<file path="src/rtl/avr_cpu_alu_mul.sv">
// avr_cpu_alu_mul: sequential radix-2 shift-add multiplier for the AVR MUL family.
//
// Optional feature macro: AVR_CPU_ALU_FMUL_EN (enables the fractional FMUL shift).
//
// Ports:
//   clk        - clock, all registers update on the rising edge
//   rst        - synchronous active-high reset, overrides everything
//   start      - request a multiply (accepted in IDLE or DONE only)
//   mode       - 00 u*u, 01 s*s, 10 s(d)*u(r), 11 behaves as 00
//   frac       - fractional multiply (product shifted left by one)
//   d_in, r_in - operands, WIDTH bits each
//   status_in  - incoming SREG
//   busy       - high for the WIDTH shift-add cycles
//   done       - one-cycle completion pulse
//   product    - 2*WIDTH-bit result, updated only on completion
//   status_out - status_in with bit0 = C and bit1 = Z
module avr_cpu_alu_mul #(
  parameter int unsigned WIDTH = 8
) (
  input  logic                 clk,
  input  logic                 rst,
  input  logic                 start,
  input  logic [1:0]           mode,
  input  logic                 frac,
  input  logic [WIDTH-1:0]     d_in,
  input  logic [WIDTH-1:0]     r_in,
  input  logic [7:0]           status_in,
  output logic                 busy,
  output logic                 done,
  output logic [2*WIDTH-1:0]   product,
  output logic [7:0]           status_out
);

  localparam int unsigned PW = 2 * WIDTH;
  localparam int unsigned CW = (WIDTH > 1) ? $clog2(WIDTH) : 1;

  typedef enum logic [1:0] {IDLE, RUN, DONE} state_t;

  state_t          state;
  logic [PW-1:0]   acc;
  logic [PW-1:0]   mcand;     // multiplicand, pre-extended and shifted left each step
  logic [WIDTH-1:0] mult;     // multiplier, shifted right each step
  logic            r_signed;
  logic [CW-1:0]   cnt;
  logic            c_reg;
  logic            z_reg;

  logic            last_step;
  logic            d_signed;
  logic [PW-1:0]   addend;
  logic [PW-1:0]   acc_nxt;
  logic [PW-1:0]   result;

`ifdef AVR_CPU_ALU_FMUL_EN
  logic            frac_q;
`else
  logic            unused_frac;
  assign unused_frac = frac;
`endif

  // One shift-add step; the multiplier's sign bit carries weight -2^(W-1),
  // so for a signed multiplier the final partial product is subtracted.
  always_comb begin
    last_step = (cnt == CW'(WIDTH - 1));
    d_signed  = (mode == 2'b01) || (mode == 2'b10);
    addend    = '0;
    if (mult[0]) begin
      addend = (last_step && r_signed) ? (PW'(0) - mcand) : mcand;
    end
    acc_nxt = acc + addend;
    result  = acc_nxt;
`ifdef AVR_CPU_ALU_FMUL_EN
    if (frac_q) begin
      result = {acc_nxt[PW-2:0], 1'b0};
    end
`endif
  end

  // Status passes through with C and Z substituted.
  assign status_out = {status_in[7:2], z_reg, c_reg};

  // FSM, datapath and registered outputs.
  always_ff @(posedge clk) begin
    if (rst) begin
      state    <= IDLE;
      busy     <= 1'b0;
      done     <= 1'b0;
      product  <= '0;
      c_reg    <= 1'b0;
      z_reg    <= 1'b0;
      acc      <= '0;
      mcand    <= '0;
      mult     <= '0;
      r_signed <= 1'b0;
      cnt      <= '0;
`ifdef AVR_CPU_ALU_FMUL_EN
      frac_q   <= 1'b0;
`endif
    end else begin
      done <= 1'b0;
      case (state)
        RUN: begin
          acc   <= acc_nxt;
          mcand <= mcand << 1;
          mult  <= mult >> 1;
          cnt   <= cnt + CW'(1);
          if (last_step) begin
            state   <= DONE;
            busy    <= 1'b0;
            done    <= 1'b1;
            product <= result;
            c_reg   <= acc_nxt[PW-1];
            z_reg   <= (result == '0);
          end
        end
        default: begin
          // IDLE and DONE both accept a new request.
          if (start) begin
            state    <= RUN;
            busy     <= 1'b1;
            acc      <= '0;
            cnt      <= '0;
            mcand    <= d_signed ? {{WIDTH{d_in[WIDTH-1]}}, d_in}
                                 : {{WIDTH{1'b0}}, d_in};
            mult     <= r_in;
            r_signed <= (mode == 2'b01);
`ifdef AVR_CPU_ALU_FMUL_EN
            frac_q   <= frac;
`endif
          end else begin
            state <= IDLE;
            busy  <= 1'b0;
          end
        end
      endcase
    end
  end

endmodule

</file>
<file path="config.mk">
export PLATFORM = sky130hd
export DESIGN_NAME = avr_cpu_alu_mul
export DESIGN_NICKNAME = d
export VERILOG_FILES = /design/src/rtl/avr_cpu_alu_mul.sv
export SDC_FILE = /design/constraint.sdc
export NUM_CORES = 1
export LEC_CHECK = 0
export CORE_UTILIZATION = 49
export CTS_CLUSTER_SIZE = 8
export DETAILED_ROUTE_END_ITERATION = 16
export PLACE_DENSITY = 0.71
export REMOVE_ABC_BUFFERS = 1
export SYNTH_ARGS = -nofsm -noshare
export SYNTH_HDL_FRONTEND = slang
export SYNTH_SLANG_ARGS = --single-unit
</file>
<file path="constraint.sdc">
create_clock -name clk -period 4.7 [get_ports clk]
set_input_delay 0.94 -clock clk [delete_from_list [all_inputs] [get_ports clk]]
set_output_delay 0.94 -clock clk [all_outputs]
set_load 0.02 [all_outputs]
</file>
==> results_slide.txt, run 1 <==
Run Summary

Outcome
  – Outcome: finished clean

Power and ir drop
  – Power Dens Cells: 247 nW/µm²
  – Sw Ratio: 27.7%
  – Tot Pwr: 1.12 mW
  – Biggest consumer: registers
  – Max VDD drop: 184 µV
  – Seq pwr share: 52.0%
  – Leakage power: 1.90 nW
  – Clock Power Share: 35.5%

Route
  – Via count: 3569
  – DRC: 0
  – Routed wl met2: 4100 µm
  – Via-to-Cell Ratio: 5.71
  – M1 WL: 4300 µm
  – Top layer in use: met4
  – Detailed Routing Iterations Pass 1: 4
  – WL final: 8900 µm
  – Metal3 WL: 357 µm
  – Detailed Route Iter0 Violations: 132

Setup path
  – R2R cell count: 16
  – Critical Path RT: 4.94 ns
  – Critical Path End Type: register
  – Startpoint types: register
  – Buf/Inv on CP: 0
  – Delay-heaviest family, CP: AND-OR/OR-AND gates
  – Slowest stage cell, crit path: ha_1
  – Critical path class: reg -> reg
  – Worst path cell trace: ha_1, ha_1, nand2_1, a31oi_1, a21oi_1, o21ai_0, xor2_1, and2_1, ha_1, a211o_1, o21ai_0, and2b_2, nor3_4, a22o_1, nand4bb_1, o21ai_1
  – Worst path depth: 16
  – Crit-path max cell delay: 0.38 ns
  – CP endpoint: z_reg
  – Crit Reg-Reg Endpoint: z_reg

STA
  – Final Setup Violations: 0
  – RSZ-0062 raised after global routing: false
  – Crit path time final: 3.87 ns
  – Slew margin rel.: 23.4%
  – Max-slew violation count: 0
  – Final Skew: 0.00930 ns
  – Fin crit share: 82.4%

Placement
  – Hpwl dp: 6280 µm
  – # port buffers: 40
  – Routability cong.: 0.919

Global routing
  – Vias in the first global route: 3347
  – Largest net degree at the start of global routing: 64
  – M3 GR Usage: 3.61%
  – Grt total ovfl: 0
  – First-pass GRT wire length: 15500 µm

Yosys
  – Ys async rst share: 0%
  – Post-synth cell types: 64
  – Yosys top cell by instances: nor2_1
  – Biggest area cells: dfxtp_1, a21oi_1, nor2_1, ha_1, mux2i_1
  – Mux area share: 4.84%
  – Main flop type: dfxtp_1
  – Synth flops: 64
  – Post-synthesis cell count from yosys: 505
  – Xor/xnor share: 3.28%
  – Adder Area Share: 6.44%
  – Cells after synthesis: 505
  – Simple share: 25.3%
  – Flip-flops with a built-in enable: 0
  – Post-synth seq share: 32.0%
  – Comb area leader: simple AND/OR/NAND/NOR gates

Hold path
  – Min-delay src: z_reg
  – Hold crit path type: reg -> reg
  – Hold path cells: 2

Die
  – Die Ht: 92.4 µm
  – Tap cells: 102
  – Chip area: 8540 µm²

Clock network
  – Worst-path clk slew: 0.07 ns
  – Root buf cell: clkbuf_8
  – CTS Hold Bufs: 0
  – Clock sinks: 64
  – Clock Path Buffers: 2
  – CTS tree: built
  – H-tree levels: 3
  – Post-cts resize count: 0

Cells and area
  – Layout cells sized above 1: 6.69%
  – P&R area growth vs syn: 13.0%
  – Final #Nets: 569
  – Commonest Layout Cell: nor2_1
  – Registers: 64
  – Clock-cell share: 3.40%
  – Finished Layout Cells: 625
  – Comb_multi_in: 386

Run
  – Max-cap check violation count: 0
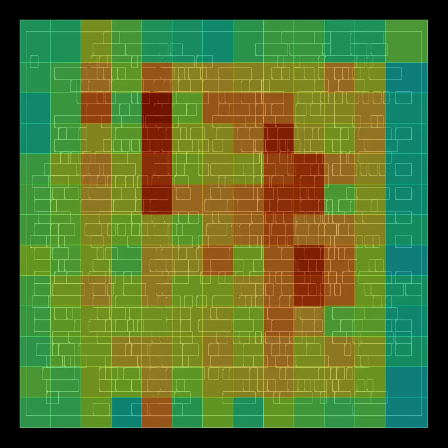
(run_1/final_congestion.png)
Top Usage Layer GRT: met2
total track usage: 22.4%
met1 Use GR: 29.8%

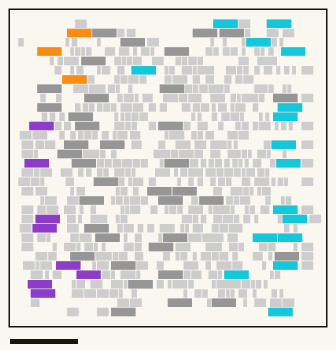
(run_1/registers.png)
Scale bar: 20 µm.
colour	name in the netlist	flops
purple	mult	8
cyan	product	16
orange	cnt	3
sequential power: 581 µW
register area: 1280 µm²
final core utilization: 58.0%
Seq area share: 28.3%

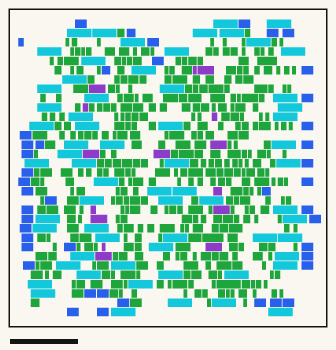
(run_1/cell_classes.png)
Scale bar: 20 µm.
colour	class	cells	share of their area
green	all other logic	400	58%
cyan	flip-flops	64	29%
blue	other buffers and delay cells	44	9.7%
purple	clock drivers and dummy loads	15	3.5%
core area: 7810 µm²
fin area: 4530 µm²
FP Rows: 32

## Run 2: what changed since run 1
--- a/config.mk
+++ b/config.mk
@@ -8,7 +8,7 @@
 export CORE_UTILIZATION = 49
 export CTS_CLUSTER_SIZE = 8
 export DETAILED_ROUTE_END_ITERATION = 16
-export PLACE_DENSITY = 0.71
+export PLACE_DENSITY = 0.74
 export REMOVE_ABC_BUFFERS = 1
 export SYNTH_ARGS = -nofsm -noshare
 export SYNTH_HDL_FRONTEND = slang
==> constraint.sdc (replaced) <==
create_clock -name clk -period 3.4 [get_ports clk]
set_input_delay 0.68 -clock clk [delete_from_list [all_inputs] [get_ports clk]]
set_output_delay 0.68 -clock clk [all_outputs]
set_load 0.02 [all_outputs]
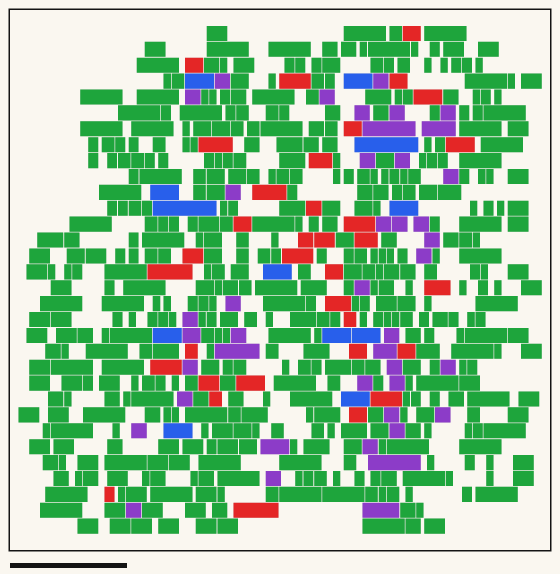
(run_2/drive_strength.png)
Scale bar: 20 µm.
colour	size	cells	share
green	drive 1 or less	463	84%
purple	drive 3 to 4	42	7.6%
red	drive 2	34	6.2%
blue	drive 6 and up	12	2.2%
P&R area growth vs syn: 23.0%
final setup margin: 0.131 ns
Non-CTS buffers: 73

==> run 2 against run 1 <==
  * Synthesized cell count unchanged
  * Final area is 8.8% higher
  * Worst hold slack got worse by 0.00085 ns
  * Sequential cell count did not move
  * Power is 56% higher
  * First-iteration DRC count is 25% lower
==> results_slide.txt, run 2 <==
Run Summary

Outcome
  – Outcome: finished clean

Placement
  – # port buffers: 40 (unchanged)
  – Routability cong.: 0.866 (-5.8%)
  – Hpwl dp: 6670 µm (+6.1%)

Power and ir drop
  – Clock Power Share: 41.2% (+5.7 points)
  – Biggest consumer: registers
  – Max VDD drop: 183 µV (-0.50%)
  – Sequential power: 802 µW (+38%)
  – Sw Ratio: 25.4% (-2.3 points)
  – Power Dens Cells: 353 nW/µm² (+43%)
  – Tot Pwr: 1.74 mW (+56%)
  – Combinational power: 220 µW
  – Seq pwr share: 46.1% (-5.9 points)

Route
  – Detailed Routing Iterations Pass 1: 4 (unchanged)
  – Metal3 WL: 458 µm (+28%)
  – Detailed Route Iter0 Violations: 99 (-25%)
  – Top layer in use: met4
  – WL final: 9630 µm (+8.2%)
  – DRC: 0 (unchanged)
  – M1 WL: 4330 µm (+0.65%)

Cells and area
  – Final core utilization: 63.1% (+5.1 points)
  – Layout cells sized above 1: 16.0% (+9.3 points)
  – Seq area share: 26.1% (-2.3 points)
  – Clock-cell share: 4.24% (+0.84 points)
  – Registers: 64 (unchanged)
  – Register area: 1280 µm² (+0.20%)
  – Fin area: 4930 µm² (+8.8%)
  – Finished Layout Cells: 653 (+4.5%)
  – Final #Nets: 598 (+5.1%)
  – Commonest Layout Cell: nor2_1

Yosys
  – Yosys top cell by instances: nor2_1
  – Ys async rst share: 0% (unchanged)
  – Cells after synthesis: 505 (unchanged)
  – Biggest area cells: dfxtp_1, a21oi_1, nor2_1, ha_1, mux2i_1
  – Synth flops: 64 (unchanged)
  – Mux area share: 4.84% (unchanged)
  – Main flop type: dfxtp_1
  – Comb area leader: simple AND/OR/NAND/NOR gates
  – Post-synth cell types: 64 (unchanged)
  – Post-synth seq share: 32.0% (unchanged)
  – Flip-flops with a built-in enable: 0 (unchanged)
  – Xor/xnor share: 3.28% (unchanged)
  – Adder Area Share: 6.44% (unchanged)
  – Simple share: 25.3% (unchanged)
  – Post-synthesis cell count from yosys: 505 (unchanged)

Die
  – Die Ht: 92.4 µm (unchanged)
  – Chip area: 8540 µm² (unchanged)
  – FP Rows: 32 (unchanged)

Clock network
  – CTS tree: built
  – CTS Hold Bufs: 0 (unchanged)
  – Clock sinks: 64 (unchanged)
  – Clock Path Buffers: 2 (unchanged)
  – H-tree levels: 3 (unchanged)
  – Worst-path clk slew: 0.07 ns (about the same)

Run
  – Max-cap check violation count: 0 (unchanged)

Setup path
  – Critical path class: reg -> reg
  – Worst path depth: 13 (-3)
  – Startpoint types: register
  – Slowest stage cell, crit path: a311o_2
  – Buf/Inv on CP: 1 (+1)
  – Crit Reg-Reg Endpoint: z_reg
  – Crit-path max cell delay: 0.47 ns (+0.09 ns)
  – Critical Path RT: 3.68 ns (-1.26 ns)
  – R2R cell count: 13 (-3)
  – Critical Path End Type: register
  – Crit-path max FO: 6

Global routing
  – First-pass GRT wire length: 16300 µm (+5.0%)
  – Largest net degree at the start of global routing: 64 (unchanged)
  – Total track usage: 24.1% (+1.6 points)
  – Vias in the first global route: 3524 (+5.3%)
  – Met2 usage: 41.8%
  – Met1 Use GR: 29.0% (-0.81 points)
  – Top Usage Layer GRT: met2

STA
  – Slew margin rel.: 47.3% (+24 points)
  – Max-slew violation count: 0 (unchanged)
  – Final Setup Violations: 0 (unchanged)
  – Fin crit share: 96.2% (+14 points)
  – Final Skew: 0.00823 ns (-0.00107 ns)

Hold path
  – Hold crit path type: reg -> reg
  – Min-delay src: z_reg
## Run 3: what changed since run 2
--- a/config.mk
+++ b/config.mk
@@ -8,8 +8,10 @@
 export CORE_UTILIZATION = 49
 export CTS_CLUSTER_SIZE = 8
 export DETAILED_ROUTE_END_ITERATION = 16
+export GPL_TIMING_DRIVEN = 0
 export PLACE_DENSITY = 0.74
 export REMOVE_ABC_BUFFERS = 1
+export SLEW_MARGIN = 30
 export SYNTH_ARGS = -nofsm -noshare
 export SYNTH_HDL_FRONTEND = slang
 export SYNTH_SLANG_ARGS = --single-unit
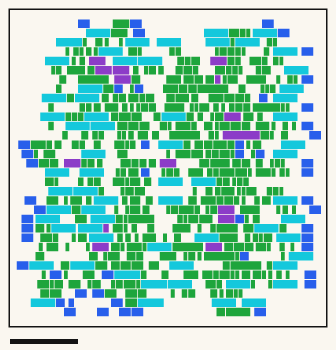
(run_3/cell_classes.png)
Scale bar: 20 µm.
colour	class	cells	share of their area
purple	clock drivers and dummy loads	15	4.4%
green	all other logic	400	58%
blue	other buffers and delay cells	50	10%
cyan	flip-flops	64	27%
Seq area share: 26.7%
final core utilization: 61.8%
fin area: 4820 µm²

==> run 3 against run 2 <==
  * Utilization down 1.3 points
  * Clock power down 4.3%
  * Largest cell class unchanged
  * Global-route usage down 1.5 points
  * Count of clock-buffer cells in the layout up 1
  * Worst setup slack worse by 0.039 ns
  * Sequential power up 0.6%
  * Synthesized cell count unchanged
  * Sequential cell count unchanged
  * Critical path type unchanged
  * Via count up 0.33%
==> results_slide.txt, run 3 <==
Run Summary

Outcome
  – Outcome: finished clean

Yosys
  – Cells after synthesis: 505 (unchanged)
  – Post-synth seq share: 32.0% (unchanged)
  – Post-synth cell types: 64 (unchanged)
  – Synth flops: 64 (unchanged)
  – Flip-flops with a built-in enable: 0 (unchanged)
  – Post-synthesis cell count from yosys: 505 (unchanged)
  – Ys async rst share: 0% (unchanged)
  – Syn avg cell area: 7.93 µm²
  – Simple share: 25.3% (unchanged)
  – Main flop type: dfxtp_1
  – Adder Area Share: 6.44% (unchanged)
  – Mux area share: 4.84% (unchanged)
  – Yosys top cell by instances: nor2_1
  – Biggest area cells: dfxtp_1, a21oi_1, nor2_1, ha_1, mux2i_1
  – Comb area leader: simple AND/OR/NAND/NOR gates
  – Xor/xnor share: 3.28% (unchanged)

STA
  – Final Skew: 0.0112 ns (+0.00298 ns)
  – Slew margin rel.: 48.8% (+1.5 points)
  – Fin crit share: 97.3% (+1.2 points)
  – Hold slack: 0.451 ns
  – Max-slew violation count: 0 (unchanged)
  – Final Setup Violations: 0 (unchanged)
  – Final setup margin: 0.0914 ns (-0.0393 ns)

Setup path
  – Buf/Inv on CP: 1 (unchanged)
  – Crit-path max FO: 5 (-1)
  – Crit Reg-Reg Endpoint: z_reg
  – Crit-path max cell delay: 0.44 ns (-0.03 ns)
  – Startpoint types: register
  – R2R cell count: 14 (+1)
  – Critical Path RT: 3.69 ns (about the same)
  – CP endpoint: z_reg
  – Worst path depth: 14 (+1)
  – Critical Path End Type: register
  – Slowest stage cell, crit path: a311o_2
  – Critical path class: reg -> reg

Global routing
  – Met1 Use GR: 29.1% (+0.059 points)
  – Largest net degree at the start of global routing: 65 (+1.6%)
  – Total track usage: 22.6% (-1.5 points)
  – Vias in the first global route: 3294 (-6.5%)
  – Top Usage Layer GRT: met2
  – First-pass GRT wire length: 15400 µm (-5.5%)
  – Initial antenna violation count: 0
  – Met2 usage: 36.3% (-5.5 points)

Route
  – DRC: 0 (unchanged)
  – Via count: 3697
  – Detailed Route Iter0 Violations: 168 (+70%)
  – WL final: 9380 µm (-2.6%)
  – Metal3 WL: 431 µm (-5.9%)
  – M1 WL: 4330 µm (+0.12%)
  – Detailed Routing Iterations Pass 1: 5 (+1)
  – Top layer in use: met4

Clock network
  – H-tree levels: 3 (unchanged)
  – CTS Hold Bufs: 0 (unchanged)
  – Clock sinks: 64 (unchanged)
  – Worst-path clk slew: 0.07 ns (about the same)
  – Clock Path Buffers: 2 (unchanged)
  – CTS tree: built
  – Num CTS Buffers: 9

Cells and area
  – P&R area growth vs syn: 20.4%
  – Non-CTS buffers: 50 (-32%)
  – Commonest Layout Cell: nor2_1
  – Layout cells sized above 1: 13.6% (-2.4 points)
  – Register area: 1290 µm² (+0.19%)
  – Area of the multi-input gates: 2680 µm²
  – Finished Layout Cells: 631 (-3.4%)
  – Final #Nets: 575 (-3.8%)
  – Clock-cell share: 4.26% (+0.013 points)
  – Buffer share of cell area: 9.70%

Die
  – FP Rows: 32 (unchanged)
  – Die Ht: 92.4 µm (unchanged)
  – Tap cells: 102
  – Chip area: 8540 µm² (unchanged)

Power and ir drop
  – Clock Power Share: 40.4% (-0.8 points)
  – Power Dens Cells: 352 nW/µm² (-0.29%)
  – Sequential power: 807 µW (+0.6%)
  – Seq pwr share: 47.5% (+1.4 points)
  – Combinational power: 205 µW (-7%)
  – Max VDD drop: 218 µV (+19%)
  – Tot Pwr: 1.70 mW (-2.4%)
  – Biggest consumer: registers
  – Sw Ratio: 26.0% (+0.56 points)

Placement
  – # port buffers: 40 (unchanged)
  – Hpwl dp: 6120 µm (-8.2%)
  – Placed instance count: 606
  – Routability cong.: 0.895 (+3.4%)

Hold path
  – Min-delay src: product[14]
  – Hold crit path type: reg -> reg

Run
  – Max-cap check violation count: 0 (unchanged)
  – Tool warning count: 28
No activity file was given, so power comes from the tool's default toggle rates.
